--- config.mk ---
export PLATFORM = sky130hd
export DESIGN_NAME = seg7_scan_ctrl_flat
export DESIGN_NICKNAME = d
export VERILOG_FILES = /design/src/rtl/seg7_scan_ctrl_if.sv /design/src/rtl/seg7_scan_ctrl.sv /design/src/flat_wrapper.sv
export SDC_FILE = /design/constraint.sdc
export NUM_CORES = 1
export LEC_CHECK = 0
export ABC_AREA = 0
export CORE_UTILIZATION = 40
export CTS_BUF_LIST = sky130_fd_sc_hd__clkbuf_4
export DETAILED_ROUTE_END_ITERATION = 10
export HOLD_SLACK_MARGIN = 0.12
export RECOVER_POWER = 100
export SLEW_MARGIN = 20
export SYNTH_ARGS = -nofsm -noshare
export SYNTH_HDL_FRONTEND = slang
export SYNTH_SLANG_ARGS = --single-unit
--- constraint.sdc ---
create_clock -name clk -period 2.21 [get_ports clk]
set_input_delay 0.3315 -clock clk [delete_from_list [all_inputs] [get_ports clk]]
set_output_delay 0.3315 -clock clk [all_outputs]
set_load 0.05 [all_outputs]
--- src/rtl/seg7_scan_ctrl_if.sv ---
// Load/display bundle for the seven-segment scan controller.
// The blink_mask signal exists only when SEG7_SCAN_BLINK_EN is defined.
interface seg7_scan_ctrl_if;
  logic [15:0] digits_in;
  logic        load;
  logic        lzb;
`ifdef SEG7_SCAN_BLINK_EN
  logic [3:0]  blink_mask;
`endif
  logic        pending;
  logic        frame_tick;
  logic [3:0]  anode;
  logic [6:0]  segment;

`ifdef SEG7_SCAN_BLINK_EN
  modport master (output digits_in, load, lzb, blink_mask,
                  input  pending, frame_tick, anode, segment);
  modport slave  (input  digits_in, load, lzb, blink_mask,
                  output pending, frame_tick, anode, segment);
`else
  modport master (output digits_in, load, lzb,
                  input  pending, frame_tick, anode, segment);
  modport slave  (input  digits_in, load, lzb,
                  output pending, frame_tick, anode, segment);
`endif
endinterface

--- src/rtl/seg7_scan_ctrl.sv ---
// 4-digit common-anode scan controller: guard blanking, leading-zero blanking, frame-boundary commit.
// Optional digit blinking is enabled by defining SEG7_SCAN_BLINK_EN.
module seg7_scan_ctrl #(
  parameter int REFRESH_DIV = 50000,
  parameter int GUARD       = 2
`ifdef SEG7_SCAN_BLINK_EN
  , parameter int BLINK_FRAMES = 64
`endif
) (
  input logic             clk,
  input logic             rst,
  seg7_scan_ctrl_if.slave bus
);

  localparam int CW = (REFRESH_DIV > 1) ? $clog2(REFRESH_DIV) : 1;

  logic [CW-1:0] divCnt_q, divCnt_d;
  logic [1:0]    idx_q, idx_d;
  logic [15:0]   active_q, active_d;
  logic [15:0]   pendingReg_q, pendingReg_d;
  logic          pending_q, pending_d;
  logic          frameTick_q;
  logic [3:0]    anode_q, anode_d;
  logic [6:0]    segment_q, segment_d;

  logic          wrap;
  logic          frameEnd;
  logic          tickSoon;
  logic          inGuard;
  logic [3:0]    code;
  logic [3:0]    leftClear;
  logic          lzbBlank;
  logic          blinkBlank;
  logic          z3, z2;

  function automatic logic [6:0] decode(input logic [3:0] c);
    logic [6:0] s;
    case (c)
      4'd0:    s = 7'b0000001;
      4'd1:    s = 7'b1001111;
      4'd2:    s = 7'b0010010;
      4'd3:    s = 7'b0000110;
      4'd4:    s = 7'b1001100;
      4'd5:    s = 7'b0100100;
      4'd6:    s = 7'b0100000;
      4'd7:    s = 7'b0001111;
      4'd8:    s = 7'b0000000;
      4'd9:    s = 7'b0000100;
      4'd15:   s = 7'b1111111;
      default: s = 7'b0000001;
    endcase
    return s;
  endfunction

  // A load in the commit cycle wins for pending: the old value commits, the new one waits a frame.
  always_comb begin
    wrap         = (divCnt_q == CW'(REFRESH_DIV - 1));
    divCnt_d     = wrap ? '0 : divCnt_q + 1'b1;
    idx_d        = wrap ? idx_q - 2'd1 : idx_q;
    frameEnd     = wrap && (idx_q == 2'd0);
    tickSoon     = (divCnt_q == CW'(REFRESH_DIV - 2)) && (idx_q == 2'd0);
    pendingReg_d = bus.load ? bus.digits_in : pendingReg_q;
    pending_d    = bus.load ? 1'b1 : (frameEnd ? 1'b0 : pending_q);
    active_d     = (frameEnd && pending_q) ? pendingReg_q : active_q;
  end

  // leftClear[i] means every digit left of digit i is 0 or blank; digit 0 is never lzb-blanked.
  always_comb begin
    inGuard   = (divCnt_q < CW'(GUARD));
    code      = active_q[{idx_q, 2'b00} +: 4];
    z3        = (active_q[15:12] == 4'h0) || (active_q[15:12] == 4'hF);
    z2        = (active_q[11:8] == 4'h0) || (active_q[11:8] == 4'hF);
    leftClear = {1'b1, z3, z3 & z2, 1'b0};
    lzbBlank  = bus.lzb && (code == 4'h0) && leftClear[idx_q];
    anode_d   = (inGuard || blinkBlank) ? 4'b1111 : ~(4'b0001 << idx_q);
    segment_d = (inGuard || blinkBlank || lzbBlank) ? 7'b1111111 : decode(code);
  end

`ifdef SEG7_SCAN_BLINK_EN
  localparam int BW = (BLINK_FRAMES > 1) ? $clog2(BLINK_FRAMES) : 1;

  logic [BW-1:0] blinkCnt_q;
  logic          blinkPhase_q;

  // Phase flips once every BLINK_FRAMES frame boundaries.
  always_ff @(posedge clk or posedge rst) begin
    if (rst) begin
      blinkCnt_q   <= '0;
      blinkPhase_q <= 1'b0;
    end else if (frameEnd) begin
      if (blinkCnt_q == BW'(BLINK_FRAMES - 1)) begin
        blinkCnt_q   <= '0;
        blinkPhase_q <= ~blinkPhase_q;
      end else begin
        blinkCnt_q <= blinkCnt_q + 1'b1;
      end
    end
  end

  assign blinkBlank = blinkPhase_q && bus.blink_mask[idx_q];
`else
  assign blinkBlank = 1'b0;
`endif

  always_ff @(posedge clk or posedge rst) begin
    if (rst) begin
      divCnt_q     <= '0;
      idx_q        <= 2'd3;
      active_q     <= 16'hFFFF;
      pendingReg_q <= 16'hFFFF;
      pending_q    <= 1'b0;
      frameTick_q  <= 1'b0;
      anode_q      <= 4'b1111;
      segment_q    <= 7'b1111111;
    end else begin
      divCnt_q     <= divCnt_d;
      idx_q        <= idx_d;
      active_q     <= active_d;
      pendingReg_q <= pendingReg_d;
      pending_q    <= pending_d;
      frameTick_q  <= tickSoon;
      anode_q      <= anode_d;
      segment_q    <= segment_d;
    end
  end

  assign bus.pending    = pending_q;
  assign bus.frame_tick = frameTick_q;
  assign bus.anode      = anode_q;
  assign bus.segment    = segment_q;

endmodule

--- src/flat_wrapper.sv ---
// flat-port wrapper written by rule: the top's interface ports become plain ports
module seg7_scan_ctrl_flat 
#(
  parameter int REFRESH_DIV = 50000,
  parameter int GUARD       = 2

)
  (clk, rst, bus_digits_in, bus_load, bus_lzb, bus_pending, bus_frame_tick, bus_anode, bus_segment);
  seg7_scan_ctrl_if bus_i ();
  input logic clk;
  input logic rst;
  input wire logic [$bits(bus_i.digits_in)-1:0] bus_digits_in;
  input wire logic [$bits(bus_i.load)-1:0] bus_load;
  input wire logic [$bits(bus_i.lzb)-1:0] bus_lzb;
  output wire logic [$bits(bus_i.pending)-1:0] bus_pending;
  output wire logic [$bits(bus_i.frame_tick)-1:0] bus_frame_tick;
  output wire logic [$bits(bus_i.anode)-1:0] bus_anode;
  output wire logic [$bits(bus_i.segment)-1:0] bus_segment;
  assign bus_i.digits_in = bus_digits_in;
  assign bus_i.load = bus_load;
  assign bus_i.lzb = bus_lzb;
  assign bus_pending = bus_i.pending;
  assign bus_frame_tick = bus_i.frame_tick;
  assign bus_anode = bus_i.anode;
  assign bus_segment = bus_i.segment;
  seg7_scan_ctrl #(.REFRESH_DIV(REFRESH_DIV), .GUARD(GUARD)) u_core (.clk(clk), .rst(rst), .bus(bus_i));
endmodule
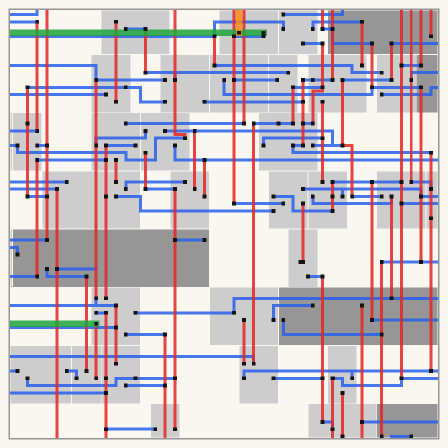
(run_1/zoom.png)
Window x 56 to 76, y 12 to 32 µm. Cells in grey, sequential cells in the stronger grey; small squares are vias.
legend:
  blue:
    layer: met1
  red:
    layer: met2
  orange:
    layer: met4
  green:
    layer: met3
cells with their middle in the window: 31
netlist names of flops here include: u_core.divCnt_q (3)
sequential cells in the window: 3
most frequent: nand3_1 (3), nor3_1 (3), dfrtp_1 (3)

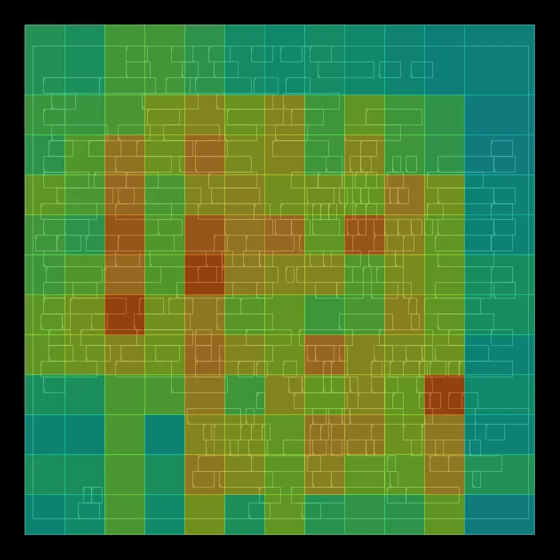
(run_1/final_congestion.png)
GR met2 Demand/Resource: 19.1%
wire per inst: 13.2 µm
Final Core Density: 50.0%
met1 usage: 20.9%

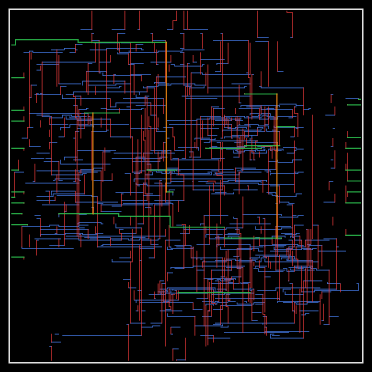
(run_1/metal_stack.png)
(4 px per µm)
legend:
  green:
    layer: met3
    wire_length: 228 µm
  red:
    layer: met2
    wire_length: 2090 µm
  orange:
    layer: met4
    wire_length: 98.6 µm
  blue:
    layer: met1
    wire_length: 2440 µm

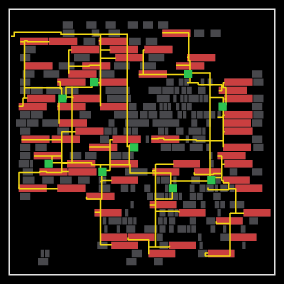
(run_1/clock_map.png)
(3 px per µm)
legend:
  green:
    item: cells driving clock nets
    count: 9
  red:
    item: flip-flops
    count: 63
  yellow:
    item: clock wires
    length: 787 µm
flops lie: widely spread

==> run_results.csv, run 1 <==
group,metric,value,unit
routing,drc_errors,0,
hold_path,hold_start,"u_core.divCnt_q[7]",
final_timing,fin_crit,2.08,ns
global_route,antenna_found_initial,0,
synthesis,synthCells,230,
layout,nets,299,
run_status,violations,"max-capacitance violations",
global_route,grt_use_total,14.4,%
worst_setup_path,reg2reg_depth,7,
clock_network,post_cts_buffers,0,
clock_network,post_cts_resized,0,
power,combPwrFrac,4.9,%
routing,met2_wirelength,2.09,mm
final_timing,finalCritPeriodShare,94.0,%
final_timing,hold_viol_final,0,
worst_setup_path,crit_start,"u_core.idx_q[0]",
clock_network,cts_buffer_depth,2,
run,max_cap_viol_count,1,
clock_network,cts_tree,"done",
synthesis,synthDistinctLibCells,38,
clock_network,hold_buffers,0,
run_status,outcome,"finished, violations left",
worst_setup_path,required,2.53,ns
power,seq-power,1.22,mW
worst_setup_path,cp.arrival,2.39,ns
floorplan,die_x,88.0,µm
routing,finalWirelength,4.86,mm
synthesis,area_leaders,"dfstp_2 40%, dfrtp_1 15%, mux2_2 8.8%",
routing,vias_per_cell,4.91,
synthesis,yosys_area,0.00296,mm²
power,p_int,1.52,mW
global_route,grt_start_max_net_pins,64,
floorplan,io_pins,33,
final_timing,setup_viol,0,
clock_network,root_buffer,"clkbuf_4",
floorplan,die_h,88.0,µm
[run 1: registers in the layout, summed over array words and instances (netlist names)]
name / cells
u_core.active_q: 16
u_core.idx_q: 2
u_core.bus.anode: 4
u_core.bus.segment: 7
u_core.bus.pending: 1
u_core.bus.frame_tick: 1
u_core.divCnt_q: 16
u_core.pendingReg_q: 16
[run 1: critical path: stages (launching register included)]
cell,delay [ns]
dfstp_2,0.57
mux4_2,0.56
inv_2,0.12
ha_4,0.14
nand2_1,0.05
a31oi_1,0.15
o211ai_1,0.25
o211ai_1,0.18
[run 1: routing by layer]
layer	track usage, %	up-vias
met2	19.1	41
li1	-	891
met4	6.71	0
met3	4.81	7
met1	20.9	868
met5	0	-
[run 1: layout make-up]
| type | count | area [µm²] |
|---|---|---|
| Fill cell | 662 | 3490 |
| Clock inverter | 3 | 12.5 |
| Multi-Input combinational cell | 145 | 1240 |
| Tap cell | 96 | 120 |
| Clock buffer | 12 | 90.1 |
| Inverter | 12 | 45.0 |
| Timing Repair Buffer | 37 | 352 |
| Sequential cell | 63 | 1630 |
[run 1: per-stage QoR]
step | area (µm²) | util (%) | hold WS [ns] | total power [mW] | setup WS, ns
CTS | 3480 | 49.9 | 0.289 | 1.99 | 0.0258
finish | 3490 | 50.0 | 0.517 | 1.94 | 0.133
detailed placement | 3380 | 48.4 | 0.511 | 1.34 | 0.0474
floorplan | 2960 | - | 0.474 | 1.29 | 0.0977
global route | 3490 | 50.0 | 0.523 | 2.04 | -0.00285
global placement | 3380 | 48.4 | 0.511 | 1.34 | 0.105
[run 1: cell families after synthesis]
logic type	share of synthesized area, %
simple gates	12.3
xor+xnor	3.85
fa+ha+maj	4.66
compound gates	3.22
flops	55.2
mux	17.6
buf+inv	3.22
--- run 2 (diff from run 1) ---
- ABC_AREA: 0 -> unset
- HOLD_SLACK_MARGIN: 0.12 -> unset
- clock period: 2.21 -> 2 ns (I/O delays scaled with it)
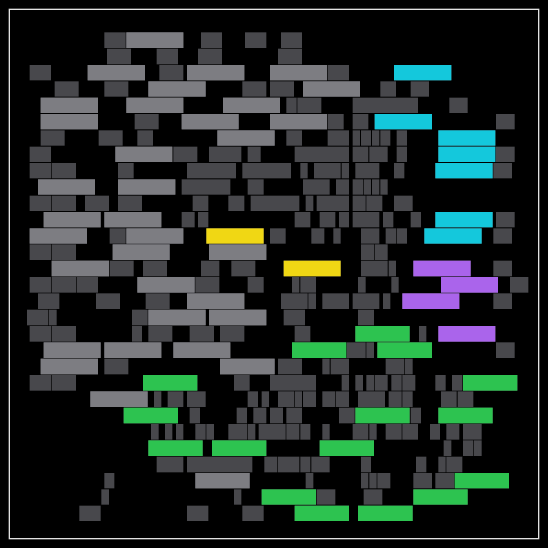
(run_2/registers.png)
(6 px per µm)
legend:
  purple:
    netlist_name: u_core.bus.anode
    placed_flops: 4
    where: middle right
  cyan:
    netlist_name: u_core.bus.segment
    placed_flops: 7
    where: upper right
  green:
    netlist_name: u_core.divCnt_q
    placed_flops: 16
  yellow:
    netlist_name: u_core.idx_q
    placed_flops: 2
not coloured: 34

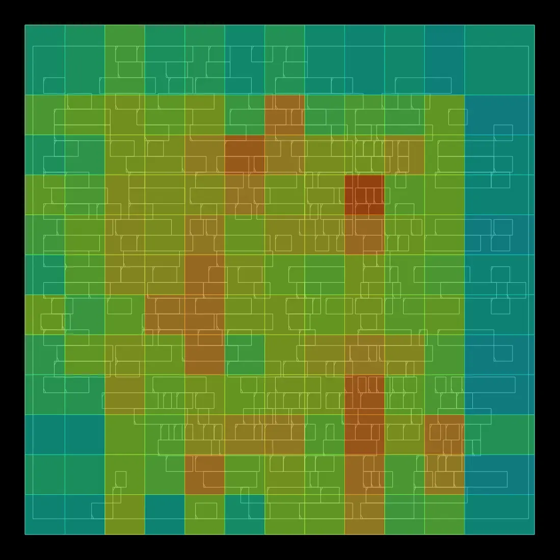
(run_2/final_congestion.png)
GR met2 Demand/Resource: 21.1%
Tot GR Track Use: 14.6%
wire per inst: 13.2 µm
most crowded layer after global routing: met2
grt met3 use: 4.62%

==> run 2 against run 1 <==
- the run ends with negative setup slack left
- sequential power up about 10%
- critical path depth unchanged
- first-iteration DRC count up 55%
- worst setup slack worse by 0.20 ns
- synthesized cell count unchanged
- combinational power up about 10%
==> run_results.csv, run 2 <==
group,metric,value,unit
worst_setup_path,cp.arrival,2.36,ns
final_timing,setup_slack,-0.0620,ns
layout,final_core_utilization,51.4,%
power,power,2.41,mW
run_status,violations,"negative setup slack",
clock_network,root_buffer,"clkbuf_4",
worst_setup_path,timing.critical_path.mode_cell,"o211ai_1",
placement,postPlaceCellArea,0.00350,mm²
worst_setup_path,reg2reg_depth,7,
floorplan,die_h,88.0,µm
synthesis,synthCells,230,
final_timing,setup_viol,6,
synthesis,area_leaders,"dfstp_2 40%, dfrtp_1 15%, mux2_2 8.8%",
clock_network,cts_buffer_depth,2,
worst_setup_path,path_cells,"mux4_2 > inv_4 > ha_4 > nand2_2 > a31oi_1 > o211ai_1 > o211ai_1",
global_route,use_met1,20.3,%
layout,largestRegisters,"u_core.active_q x16, u_core.divCnt_q x16, u_core.pendingReg_q x16",
placement,place_ws,-0.0190,ns
layout,nets,312,
final_timing,hold_ws,0.506,ns
layout,final_cell_area,0.00359,mm²
run_status,outcome,"finished, violations left",
worst_setup_path,slowest_stage,"dfstp_2",
floorplan,die_x,88.0,µm
worst_setup_path,crit_start,"u_core.idx_q[0]",
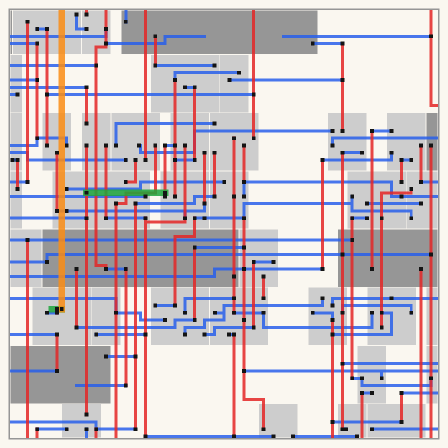
(run_2/zoom.png)
Window x 56 to 76, y 12 to 32 µm. Cells in grey, sequential cells in the stronger grey; small squares are vias.
legend:
  orange:
    layer: met4
  blue:
    layer: met1
  green:
    layer: met3
  red:
    layer: met2
netlist names of flops here include: u_core.divCnt_q (4)
sequential cells in the window: 4
most frequent: dfrtp_1 (4)
cells with their middle in the window: 33

## run 2: final cells by class
type | instances | area, µm²
Fill cell | 655 | 3390
Clock buffer | 11 | 82.6
Clock inverter | 5 | 73.8
Tap cell | 96 | 120
Multi-Input combinational cell | 145 | 1210
Sequential cell | 63 | 1630
Timing Repair Buffer | 50 | 419
Inverter | 12 | 47.5
## run 2: cells by family (layout without fill, tap and decap cells)
logic type | count (synthesis) | count (layout) | synth area share (%)
AND-OR/OR-AND | 15 | 15 | 3.22
adder cells (fa/ha/maj) | 11 | 11 | 4.66
flip-flops | 63 | 63 | 55.2
AND/OR/NAND/NOR | 67 | 67 | 12.3
multiplexers | 39 | 39 | 17.6
XOR/XNOR | 13 | 13 | 3.85
buffers and inverters | 22 | 78 | 3.22
## run 2: how the worst min path moves through the flow
stage	cells past startpoint	slack (ns)	start	endpoint
2_1_floorplan	1	0.45	bus_digits_in[0]	u_core.pendingReg_q[0]
3_3_place_gp	1	0.50	u_core.divCnt_q[7]	u_core.divCnt_q[7]
3_5_place_dp	1	0.51	u_core.divCnt_q[0]	u_core.divCnt_q[0]
4_1_cts	3	0.25	rst	u_core.divCnt_q[2]
5_1_grt	2	0.48	bus_digits_in[1]	u_core.pendingReg_q[1]
6_report	1	0.51	u_core.divCnt_q[7]	u_core.divCnt_q[7]
## run 2: report_power, final
part | switching (mW) | total [mW] | internal, mW
Sequential | 0.0153 | 1.35 | 1.33
Clock | 0.433 | 0.961 | 0.528
Combinational | 0.0425 | 0.105 | 0.0622
## run 2: timing repair
| item | CTS | global route |
|---|---|---|
| resized | 12 | 6 |
| setup buffers | 1 | 1 |
| pin swaps | 4 | 1 |
| setup endpoints to repair | 16 | 9 |
--- run 3 (diff from run 2) ---
- SLEW_MARGIN: 20 -> unset
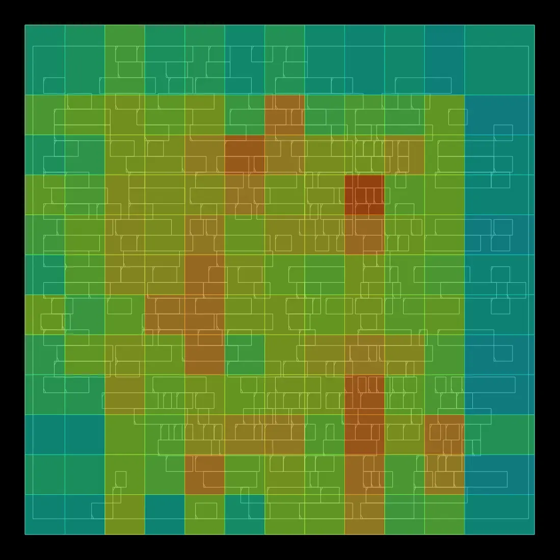
(run_3/final_congestion.png)
Final Core Density: 51.4%
met1 usage: 20.3%

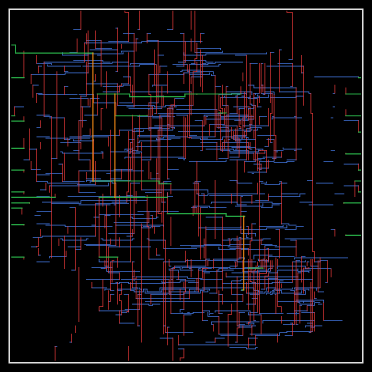
(run_3/metal_stack.png)
(4 px per µm)
Via Count: 1852
final wirelength: 5.04 mm

==> run 3 against run 2 <==
- the flow still finishes with violations (negative setup slack)
- area after synthesis stayed put
- wire length did not move
- fmax is the same
- clock skew unchanged
- combinational power is essentially flat
- count of clock-buffer cells in the layout did not move
- worst hold slack unchanged
- via count is the same
- register-to-register slack about the same
- die area is the same
- worst setup slack is the same
- global-route usage is the same
- critical endpoint unchanged
- largest cell class unchanged
==> run_results.csv, run 3 <==
group,metric,value,unit
run_status,outcome,"finished, violations left",
run_status,violations,"negative setup slack",
worst_setup_path,crit_family,"flip-flops",
final_timing,setup_viol,6,
hold_path,worstHoldPathCells,1,
final_timing,fin_crit,2.06,ns
clock_network,cts_tree,"done",
synthesis,synthDistinctLibCells,38,
global_route,grt_start_max_net_pins,64,
layout,final_cell_area,0.00359,mm²
hold_path,hold_start,"u_core.divCnt_q[7]",
run,max_cap_viol_count,0,
global_route,met3_usage,4.62,%
final_timing,setup_slack,-0.0620,ns
power,power_switching,491,µW
power,combPwrFrac,4.3,%
global_route,grt_use_total,14.6,%
layout,nets,312,
worst_setup_path,slowest_stage,"dfstp_2",
final_timing,hold_ws,0.506,ns
final_timing,hold_viol_final,0,
routing,wl_per_cell,13.2,µm
global_route,busiest_layer,"met2",
global_route,use_met2,21.1,%
floorplan,die_x,88.0,µm
clock_network,cts_buffer_depth,2,
global_route,antenna_found_initial,0,
hold_path,hold_end,"u_core.divCnt_q[7]",
clock_network,root_buffer,"clkbuf_4",
worst_setup_path,cp.arrival,2.36,ns
power,power_frac_seq,55.8,%
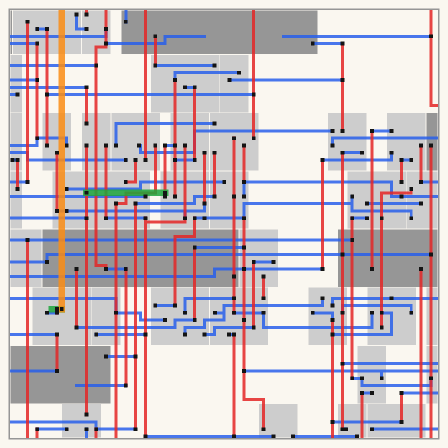
(run_3/zoom.png)
Window x 56 to 76, y 12 to 32 µm. Cells in grey, sequential cells in the stronger grey; small squares are vias.
legend:
  orange:
    layer: met4
  blue:
    layer: met1
  red:
    layer: met2
  green:
    layer: met3
most frequent: dfrtp_1 (4)
sequential cells in the window: 4
netlist names of flops here include: u_core.divCnt_q (4)
cells with their middle in the window: 33

run 3: cell counts in the layout (fill, tap and decap cells not counted):
Identical to the previous run, type by type.
run 3: cell type report:
type,instances,area [µm²]
clock inverter,5,73.8
timing repair buffer,50,419
sequential,63,1630
inverter,12,47.5
tap,96,120
fill,655,3390
multi-input combinational,145,1210
clock buffer,11,82.6
run 3: kinds of logic after synthesis:
| group | count (synthesis) | synth area share, % |
|---|---|---|
| and+or+nand+nor | 67 | 12.3 |
| DFF | 63 | 55.2 |
| muxes | 39 | 17.6 |
| buffers and inverters | 22 | 3.22 |
| AOI/OAI and AO/OA | 15 | 3.22 |
| xor gates and xnor gates | 13 | 3.85 |
| adders and majority gates | 11 | 4.66 |
run 3: worst max path at each step:
| stage | from | endpoint | slack, ns | depth (start not counted) |
|---|---|---|---|---|
| after global placement | u_core.idx_q[0] | u_core.bus.segment[5] | 0.04 | 7 |
| after detailed placement | u_core.idx_q[0] | u_core.bus.segment[5] | -0.02 | 7 |
| final | u_core.idx_q[0] | u_core.bus.segment[5] | -0.06 | 7 |
| after global routing | u_core.idx_q[0] | u_core.bus.segment[5] | -0.16 | 7 |
| after CTS | u_core.idx_q[0] | u_core.bus.segment[5] | -0.04 | 7 |
| after floorplan | u_core.idx_q[0] | u_core.bus.segment[2] | -0.02 | 8 |
run 3: timing repair:
item	CTS	global route
gates resized	12	6
gates cloned	0	0
pin swaps	4	1
endpoints found under the setup margin	16	9
buffers inserted	1	1
hold buffers	0	0
run 3: power groups by stage:
stage / sequential, mW / combinational, mW / clock (mW)
after global placement: 1.37 / 0.112 / 0
after global routing: 1.35 / 0.118 / 1.05
after floorplan: 1.36 / 0.0603 / 0
after CTS: 1.35 / 0.115 / 1.00
final: 1.35 / 0.105 / 0.961
after detailed placement: 1.37 / 0.114 / 0
No activity file was given, so power comes from the tool's default toggle rates.
